**src/rtl/seg7_pkg.sv**
```systemverilog
// Shared constants for the seven-segment scan controller: register offsets,
// CTRL field layout and the active-low hex segment encoding.
package seg7_pkg;

    localparam logic [31:0] VALUE_OFS = 32'd0;
    localparam logic [31:0] CTRL_OFS  = 32'd4;

    localparam int DP_LSB  = 0;
    localparam int EN_BIT  = 4;
    localparam int LZB_BIT = 5;

    typedef struct packed {
        logic       lzb;
        logic       en;
        logic [3:0] dp;
    } ctrl_t;

    // Segments {g,f,e,d,c,b,a}, active low; entry 15 first, entry 0 last.
    localparam logic [15:0][6:0] SEG_LUT = {
        7'h0E, 7'h06, 7'h21, 7'h46, 7'h03, 7'h08, 7'h10, 7'h00,
        7'h78, 7'h02, 7'h12, 7'h19, 7'h30, 7'h24, 7'h79, 7'h40
    };

endpackage

```
**src/rtl/seg7_scan_ctrl_if.sv**
```systemverilog
// CPU peripheral bus as seen by the seven-segment controller.
interface seg7_scan_ctrl_if;
    logic        MemWrite;
    logic [31:0] Address;
    logic [31:0] WriteData;
    logic [31:0] ReadData;

    modport master (output MemWrite, output Address, output WriteData, input ReadData);
    modport slave  (input MemWrite, input Address, input WriteData, output ReadData);
endinterface

```
**src/rtl/seg7_decode.sv**
```systemverilog
// Combinational hex digit to active-low seven-segment pattern.
module seg7_decode
    import seg7_pkg::*;
(
    input  logic [3:0] hex,
    output logic [6:0] seg
);
    assign seg = SEG_LUT[hex];
endmodule

```
**src/rtl/seg7_scan_ctrl.sv**
```systemverilog
// Memory-mapped 4-digit common-anode display controller with hardware scan
// and frame-aligned (tear-free) value updates.
module seg7_scan_ctrl
    import seg7_pkg::*;
#(
    parameter int          REFRESH_DIV = 100000,
    parameter logic [31:0] BASE_ADDR   = 32'h4000_0010
) (
    input  logic              sysclk,
    input  logic              reset,
    seg7_scan_ctrl_if.slave   bus,
    output logic [7:0]        Cathodes,
    output logic [3:0]        AN
);
    localparam int DIV_W = (REFRESH_DIV > 2) ? $clog2(REFRESH_DIV) : 1;
    localparam logic [DIV_W-1:0] DIV_LAST = DIV_W'(REFRESH_DIV - 1);

    logic [DIV_W-1:0] div;
    logic [1:0]       idx, idx_nxt;
    logic [15:0]      pending, shown, shown_nxt;
    ctrl_t            ctrl, ctrl_nxt;
    logic             wr_value, wr_ctrl, tick, load, blank;
    logic [3:0]       nib;
    logic [6:0]       seg, seg_out;
    logic [3:0]       an_nxt;
    logic [7:0]       cat_nxt;

    assign wr_value = bus.MemWrite && (bus.Address == BASE_ADDR + VALUE_OFS);
    assign wr_ctrl  = bus.MemWrite && (bus.Address == BASE_ADDR + CTRL_OFS);
    assign tick     = (div == DIV_LAST);
    assign idx_nxt  = tick ? idx + 2'd1 : idx;

    always_comb begin
        bus.ReadData = 32'd0;
        if (bus.Address == BASE_ADDR + VALUE_OFS)
            bus.ReadData = {16'd0, pending};
        else if (bus.Address == BASE_ADDR + CTRL_OFS)
            bus.ReadData = {26'd0, ctrl};
    end

    // While disabled the shadow tracks pending continuously, so enabling never shows stale data.
    assign load      = (tick && idx == 2'd3) || !ctrl.en;
    assign shown_nxt = load ? (wr_value ? bus.WriteData[15:0] : pending) : shown;
    assign ctrl_nxt  = wr_ctrl ? ctrl_t'(bus.WriteData[5:0]) : ctrl;

    assign nib = shown_nxt[{idx_nxt, 2'b00} +: 4];

    seg7_decode u_decode (
        .hex (nib),
        .seg (seg)
    );

    always_comb begin
        unique case (idx_nxt)
            2'd3:    blank = (shown_nxt[15:12] == 4'd0);
            2'd2:    blank = (shown_nxt[15:8]  == 8'd0);
            2'd1:    blank = (shown_nxt[15:4]  == 12'd0);
            default: blank = 1'b0;
        endcase
        seg_out = (ctrl_nxt.lzb && blank) ? 7'h7F : seg;
        an_nxt  = ctrl_nxt.en ? ~(4'b0001 << idx_nxt) : 4'hF;
        cat_nxt = ctrl_nxt.en ? {~ctrl_nxt.dp[idx_nxt], seg_out} : 8'hFF;
    end

    always_ff @(posedge sysclk or posedge reset) begin
        if (reset) begin
            div      <= '0;
            idx      <= 2'd0;
            pending  <= 16'd0;
            ctrl     <= '0;
            shown    <= 16'd0;
            AN       <= 4'hF;
            Cathodes <= 8'hFF;
        end else begin
            div   <= tick ? '0 : div + DIV_W'(1);
            idx   <= idx_nxt;
            ctrl  <= ctrl_nxt;
            shown <= shown_nxt;
            if (wr_value)
                pending <= bus.WriteData[15:0];
            if (tick || wr_ctrl) begin
                AN       <= an_nxt;
                Cathodes <= cat_nxt;
            end
        end
    end

endmodule

```
**src/flat_wrapper.sv**
```systemverilog
// flat-port wrapper written by rule: the top's interface ports become plain ports
module seg7_scan_ctrl_flat import seg7_pkg::*;
#(
    parameter int          REFRESH_DIV = 100000,
    parameter logic [31:0] BASE_ADDR   = 32'h4000_0010
)
  (sysclk, reset, Cathodes, AN, bus_MemWrite, bus_Address, bus_WriteData, bus_ReadData);
  seg7_scan_ctrl_if bus_i ();
  input  logic sysclk;
  input  logic reset;
  output logic [7:0] Cathodes;
  output logic [3:0] AN;
  input wire logic [$bits(bus_i.MemWrite)-1:0] bus_MemWrite;
  input wire logic [$bits(bus_i.Address)-1:0] bus_Address;
  input wire logic [$bits(bus_i.WriteData)-1:0] bus_WriteData;
  output wire logic [$bits(bus_i.ReadData)-1:0] bus_ReadData;
  assign bus_i.MemWrite = bus_MemWrite;
  assign bus_i.Address = bus_Address;
  assign bus_i.WriteData = bus_WriteData;
  assign bus_ReadData = bus_i.ReadData;
  seg7_scan_ctrl #(.REFRESH_DIV(REFRESH_DIV), .BASE_ADDR(BASE_ADDR)) u_core (.sysclk(sysclk), .reset(reset), .bus(bus_i), .Cathodes(Cathodes), .AN(AN));
endmodule
```
**config.mk**
```make
export PLATFORM = sky130hd
export DESIGN_NAME = seg7_scan_ctrl_flat
export DESIGN_NICKNAME = d
export VERILOG_FILES = /design/src/rtl/seg7_pkg.sv /design/src/rtl/seg7_scan_ctrl_if.sv /design/src/rtl/seg7_decode.sv /design/src/rtl/seg7_scan_ctrl.sv /design/src/flat_wrapper.sv
export SDC_FILE = /design/constraint.sdc
export NUM_CORES = 1
export LEC_CHECK = 0
export CAP_MARGIN = 20
export CELL_PAD_IN_SITES_DETAIL_PLACEMENT = 1
export CELL_PAD_IN_SITES_GLOBAL_PLACEMENT = 1
export CORE_UTILIZATION = 33
export CTS_BUF_LIST = sky130_fd_sc_hd__clkbuf_8 sky130_fd_sc_hd__clkbuf_16
export CTS_CLUSTER_SIZE = 30
export DETAILED_ROUTE_END_ITERATION = 12
export HOLD_SLACK_MARGIN = 0.03
export PLACE_DENSITY = 0.81
export SETUP_SLACK_MARGIN = 0.02
export SYNTH_ARGS = -nofsm -noshare
export SYNTH_HDL_FRONTEND = slang
export SYNTH_SLANG_ARGS = --single-unit
```
**constraint.sdc**
```tcl
create_clock -name sysclk -period 3.2 [get_ports sysclk]
set_input_delay 0.48 -clock sysclk [delete_from_list [all_inputs] [get_ports sysclk]]
set_output_delay 0.48 -clock sysclk [all_outputs]
set_load 0.005 [all_outputs]
```
==> results.txt, run 1 <==
The run has ended; figures from its reports follow.

The flow ran to the end, but the final reports show violations. The final reports fail on setup timing. The path with the worst hold slack has its endpoint at u_core.div[0]$_DFF_PP0_. The area of all placed cells without fillers came out at 6150 um^2. The sequential cell area fraction in the yosys report came out at 44.9%. According to the Yosys statistics, the synthesized design has a chip area of 3880 um^2. The power in the clock group is 1.01 mW. Max-cap violations in this run came to 0.

For reference, the critical path cell chain is clkdlybuf4s50_1, nor4_2, nand4_1, buf_4, nor3_4, buf_6, mux2_2, mux2_2, or4_4, o31ai_4, buf_6, a311oi_2, nor2_1. The commonest cells after synthesis are dfrtp_1, nor2_1, mux2i_1, nand2_1, buf_4. The vias per cell came out at 5.34. The end of the worst register-to-register path is u_core.Cathodes[2]$_DFFE_PP1P_. The sequential standard cell area came out at 1740 um^2. The count of vias placed by the detailed router is 3724. The latest clock arrival within the worst-skew pair is 0.34 ns. The final worst-path cycle share came out at 106%.

The portion of netlist area occupied by mux cells is 11.4%. The setup clock skew after layout is 0.00954 ns. The wire length on met2 came out at 7.85 mm.

The horizontal die dimension reported for this design is 110 um. The final-layout setup total negative slack came out at -1.25 ns. Among all cell types in the netlist, the one instantiated most often is dfrtp_1. Per STA, the highest per-stage delay on the worst path measures 0.56 ns. The minimum setup slack in the final design came out at -0.201 ns.

The site row count came out at 39. In the final report, the number of hold violations comes to 0. The timing report shows that the slowest cell on the worst path is or4_4. After detailed routing, the average wire length per cell comes to 20.9 um.

For this run, the final setup violation count is recorded as 7. The wire length on met1 came out at 5.73 mm. The critical path arrival came out at 3.68 ns.

After synthesis, the mean cell area works out to 10.2 um^2. The tally of filler cells in the layout came out at 1236. The port buffer count came out at 78.

The layout cell share with drive strength beyond 1 came out at 34.2%. The multi-input combinational cells in the finished layout cover a total of 2300 um^2. The group with the largest share of power is clock.

The number of warnings the tools reported is 49. The sink count of the clock tree came out at 69. In the final layout, non-clock buffers account for 25.4% of the cell area. The post-synthesis cell type count is 59. The fraction of area in registers is 28.3%. The design draws 2.00 mW. Per STA, the worst path accumulates the most delay in the family simple AND/OR/NAND/NOR gates.
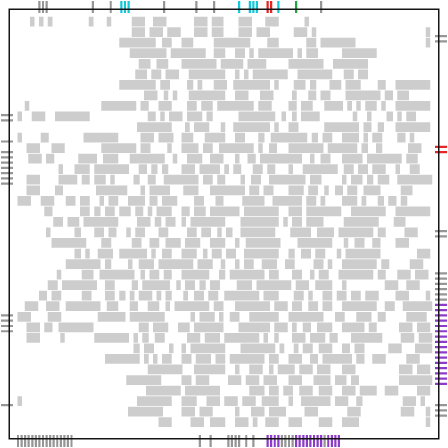
*I/O pins on the die edge, run 1*
Pins as bars across the die edge, other pins in gray.
legend:
  cyan:
    port: Cathodes
    pins: 8
    direction: output
    edge: north
  red:
    port: AN
    pins: 4
    direction: output
    edge: 2 north, 2 east
  purple:
    port: bus_Address
    pins: 32
    direction: input
    edge: 16 east, 16 south
  green:
    port: reset
    pins: 1
    direction: input
    edge: north

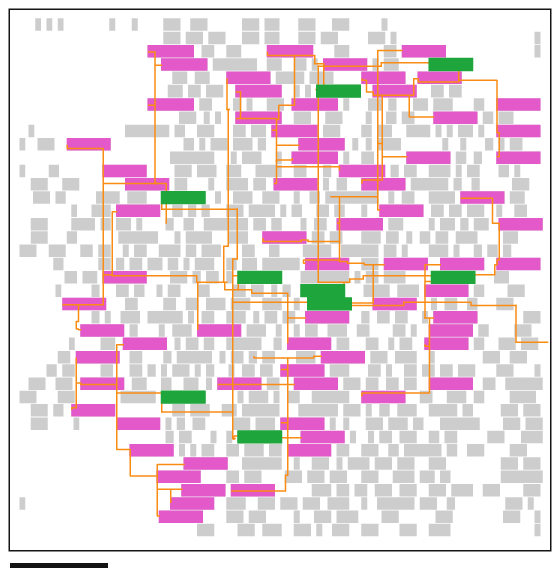
*Clock network drawn from the DEF, run 1*
Scale bar: 20 um.
legend:
  orange:
    item: clock wires
    length: 1060 um
  green:
    item: cells driving clock nets
    count: 9
  magenta:
    item: flip-flops
    count: 69
routed clock nets: 10

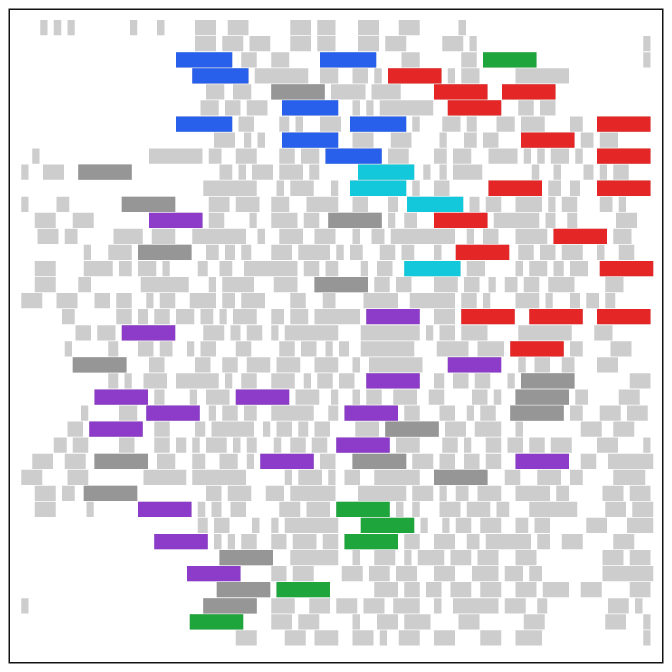
*Sequential cells colored by netlist name, run 1*
Other sequential cells in the stronger gray, the rest of the logic in the fainter gray.
legend:
  cyan:
    name_in_the_netlist: u_core.AN
    flops: 4
  red:
    name_in_the_netlist: u_core.div
    flops: 17
  purple:
    name_in_the_netlist: u_core.shown
    flops: 16
  green:
    name_in_the_netlist: u_core.ctrl
    flops: 6
  blue:
    name_in_the_netlist: u_core.Cathodes
    flops: 8
    where: north

### Signal wires on met4, run 1

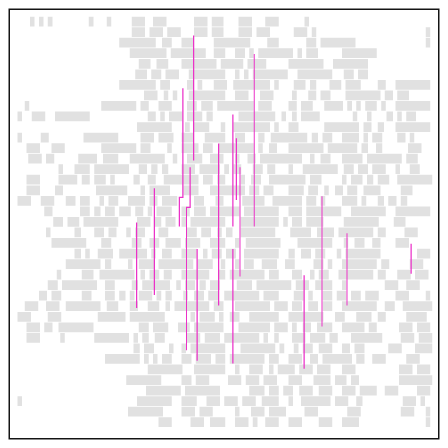

## Run 2: what changed since run 1
CORE_MARGIN = 2   (was unset)
SYNTH_HIERARCHICAL = 1   (was unset)
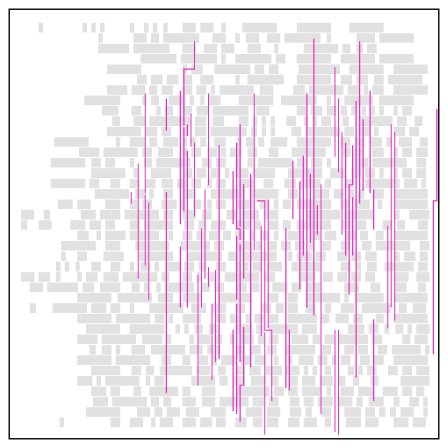
*Signal wires on met4, run 2*
wire length on this layer: 1900 um
nets with wire on the layer: 60
share of all routed wire: 9.1%

==> results.txt, run 2 <==
The run has ended; figures from its reports follow.

The cell class contributing the biggest share of worst-path delay is simple AND/OR/NAND/NOR gates. In the final layout, non-clock buffers account for 30.1% of the cell area. The tally of filler cells in the layout is 1220. The vias per cell is 5.82. Data arrives at the worst endpoint at 4.16 ns. The portion of netlist area occupied by mux cells came out at 7.47%. After synthesis the cells add up to 3850 um^2. The wire length on met2 came out at 10.6 mm. The group with the largest share of power is clock. The highest cell delay on the worst timing path is 0.55 ns.

The first detailed-routing pass ran for 5 iterations. The count of final setup violators is 9. The post-route netlist has 48.5% of its cells at a drive strength greater than 1. The cell that appears most often on the critical path is buf_4.

The chip occupies 12600 um^2. The latest clock arrival within the worst-skew pair came out at 0.34 ns. Per the final timing report, the hold violations number 0. The compound-cell area share of the yosys netlist is 10.8%. The average detailed-routed wire length per instance is 26.9 um. Per the gpl log, the routability congestion estimate is 0.916. Once routing completed, OpenROAD measured the worst setup slack at -0.707 ns.

According to the timing report, the critical path is launched from bus_Address[4]. The busiest metal layer after global routing is met2. The width of the die is 112 um.

The leakage power is 3.24 nW. STA shows the worst min-delay path finishing at u_core/ctrl[0]$_DFF_PP0_. OpenROAD emitted warnings numbering 51.

The site row count came out at 39. The critical path's slowest cell is mux4_2. The instance area after placement came out at 5540 um^2. Setup total negative slack on the finished layout was measured at -4.11 ns. The simple-gate area share of the yosys netlist came out at 23.0%. Yosys instantiated no cell more often than dfrtp_1. Looking at the reg2reg group, the worst path ends at u_core/Cathodes[3]$_DFFE_PP1P_. According to the CTS report, the clock sink count is 69.

The number of logic stages on the critical path including buffering came out at 14. The port buffer count is 78. The aggregate global routing overflow came out at 0. The fraction of area in registers is 25.6%. The floorplan core density is 33.7%. Of the available clock period, the critical path in the final layout requires 122%.

The clock tree synthesis step divided the H-tree into 3 levels. The fraction of power spent switching nets is 21.8%. Walking the worst path, the cells encountered are clkdlybuf4s50_1, nor4b_4, and4_4, buf_4, nand4_1, a31oi_1, nand2_1, and3_4, a31oi_1, buf_4, buf_4, mux4_2, nor2_2, a21oi_2. The setup clock skew after layout came out at 0.0140 ns.

Per report_power, the Clock row totals 1.11 mW. The largest registers in the layout are u_core/div: 17 flops, u_core/pending: 16 flops, u_core/shown: 16 flops. The total power after layout is 2.12 mW. For this block, wires on met1 add up to 7.29 mm. The maximum count of clock buffers along a single path is 2.

The layout report lists the multi-input gate area as 2460 um^2. The combinational cell fraction of total power came out at 6.2%. Looking at the post-CTS report, the setup buffer insertion count equals 44. The peak fanout along the critical path is 7. The detailed-route DRC error count came out at 0. The mean post-synth cell area came out at 9.91 um^2.

The number of flip-flops and latches in the synthesized netlist came out at 69. After synthesis, the largest family of logic cells by area is simple AND/OR/NAND/NOR gates. The sequential power came out at 0.874 mW. The sequential standard cell area is 1740 um^2. The final report gives the standard cell area, fillers excluded, as 6800 um^2. The highest clock rate is 0.256 GHz. The post-synthesis cell type count came out at 50. The share of synthesized cell area in full adder, half adder and majority cells is 2.92%. The Yosys chip area came out at 3850 um^2. The checks that failed: setup timing.

The cell depth of the worst flop-to-flop path came out at 14. The count of vias placed by the detailed router is 4533. 293 cells are multi-input combinational gates. The run finished, with violations left. Signal nets in the final route climb as high as met4.

The xor/xnor share of the synthesized area is 3.41%. After synthesis, flip-flops and latches occupy 45.2% of the total area. The synthesized netlist cell count is 389. After synthesis, the most frequently instantiated cells are dfrtp_1, nand2_1, nor2_1, nand4_1. The number of maximum-capacitance constraint violations came out at 0. The final critical delay including setup and external delays is 3.91 ns. The launch point of the worst min-delay path is recorded as u_core/ctrl[0]$_DFF_PP0_.
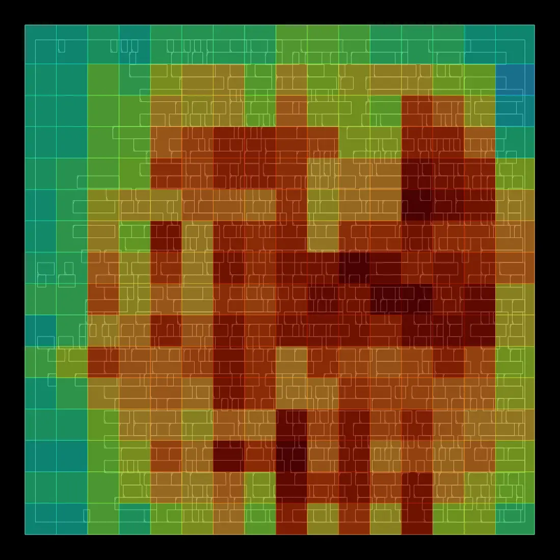
*Routing congestion, run 2*
GR Layer Usage met1: 31.3%
final core utilization: 59.5%
GR Util met3: 5.29%

### Clock network drawn from the DEF, run 2

Scale bar: 20 um.
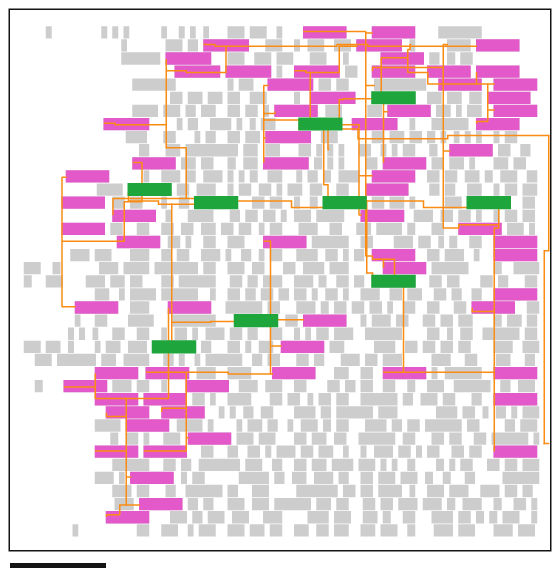

## Run 3: what changed since run 2
REMOVE_ABC_BUFFERS = 1   (was unset)
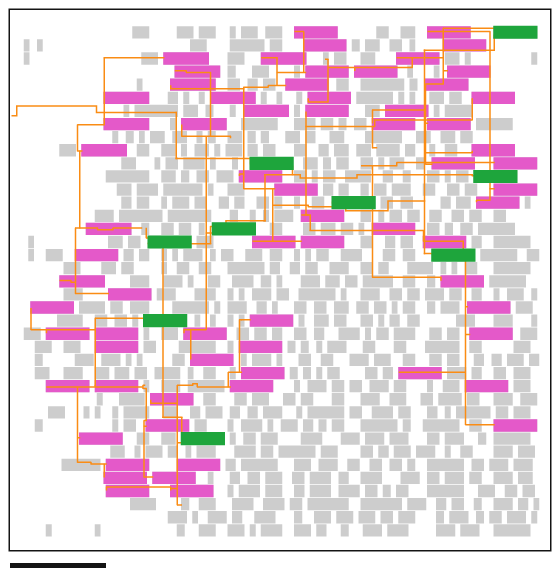
*Clock network drawn from the DEF, run 3*
Scale bar: 20 um.
legend:
  magenta:
    item: flip-flops
    count: 69
  green:
    item: cells driving clock nets
    count: 9
  orange:
    item: clock wires
    length: 1210 um
routed clock nets: 10

==> results.txt, run 3 <==
The run has ended; figures from its reports follow.

The area of all placed cells without fillers came out at 6780 um^2. The synthesized cell area came out at 3850 um^2. The mean post-synth cell area is 9.91 um^2. The share of synthesized cell area in full adder, half adder and majority cells is 2.92%. The power in the clock group is 0.968 mW. The flow reports that combinational logic draws 7.1% of the design power. The number of iterations in the first detailed-routing pass came out at 5. The checks that failed: setup timing.

Per STA, the worst path accumulates the most delay in the family simple AND/OR/NAND/NOR gates. The count of vias placed by the detailed router came out at 4504. The final layout report lists a filler cell count of 1223. The number of warnings the tools reported came out at 49. The fraction of power spent switching nets is 25.3%. The site row count came out at 39. The busiest metal layer after global routing is met2.

The sink count of the clock tree came out at 69. The placer congestion estimate came out at 0.870. The end-of-flow timing check tallies setup violations at 9. The final-layout setup total negative slack came out at -3.82 ns. The hold-critical path endpoint is u_core/Cathodes[1]$_DFFE_PP1P_.

The sequential cell area fraction in the yosys report came out at 45.2%. The number of multi-input combinational cells is 293. The most common cell in the netlist is dfrtp_1. In this run the critical path is formed by buf_6, or4_4, nor4_4, buf_4, buf_6, nand4_1, a31oi_4, nand2_1, and3_4, a31oi_4, inv_2, buf_6, ha_4, inv_2, mux4_2, nor2_2, a21oi_2.

The instance area after placement is 5360 um^2. The routed wirelength on the met1 layer is recorded as 7.34 mm. The minimum setup slack in the final design came out at -0.526 ns. The number of levels the H-tree was split into is 3. The Yosys chip area is 3850 um^2. The aggregate global routing overflow is 0. Counting along the longest clock path gives a buffer depth of 2.

The share of final layout cell area taken by non-clock buffers is 30.4%. The detailed router reports a met2 wire length of 10.9 mm. On the critical path, the stage with the largest delay is an instance of or4_4.

The xor/xnor share of the synthesized area came out at 3.41%. The port buffer count is 78. Per report_power, the top consumer among the power groups is clock. The number of maximum-capacitance constraint violations is 0. The leakage power is 3.27 nW. The portion of netlist area occupied by mux cells came out at 7.47%. The report shows a maximum critical-path fanout of 5. The run finished, with violations left. The floorplan die area is 12600 um^2. Per the detail_route report, DRC violations left total 0. The highest clock rate came out at 0.268 GHz. The core occupancy in the finished layout came out at 59.3%. The final critical path takes up 116% of the cycle.

The met1 track demand over resource in global routing came out at 32.6%. By area, the combinational part of the netlist is dominated by simple AND/OR/NAND/NOR gates. The total power after layout came out at 1.98 mW. The share of the core area taken by cells at floorplan is 33.7%. The fraction of area in registers came out at 25.7%.
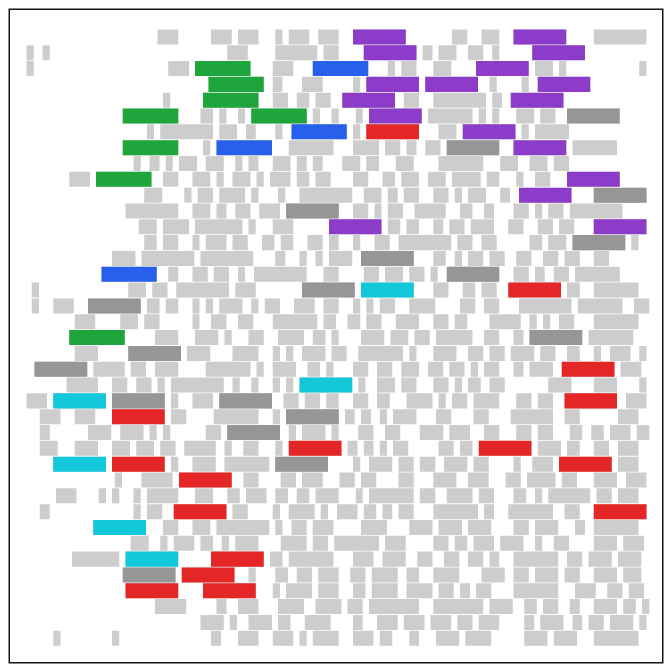
*Sequential cells colored by netlist name, run 3*
Other sequential cells in the stronger gray, the rest of the logic in the fainter gray.
legend:
  blue:
    name_in_the_netlist: u_core/AN
    flops: 4
    where: north
  cyan:
    name_in_the_netlist: u_core/ctrl
    flops: 6
  purple:
    name_in_the_netlist: u_core/div
    flops: 17
    where: north-east
  red:
    name_in_the_netlist: u_core/pending
    flops: 16
  green:
    name_in_the_netlist: u_core/Cathodes
    flops: 8
    where: north-west

No activity file was given, so power comes from the tool's default toggle rates.
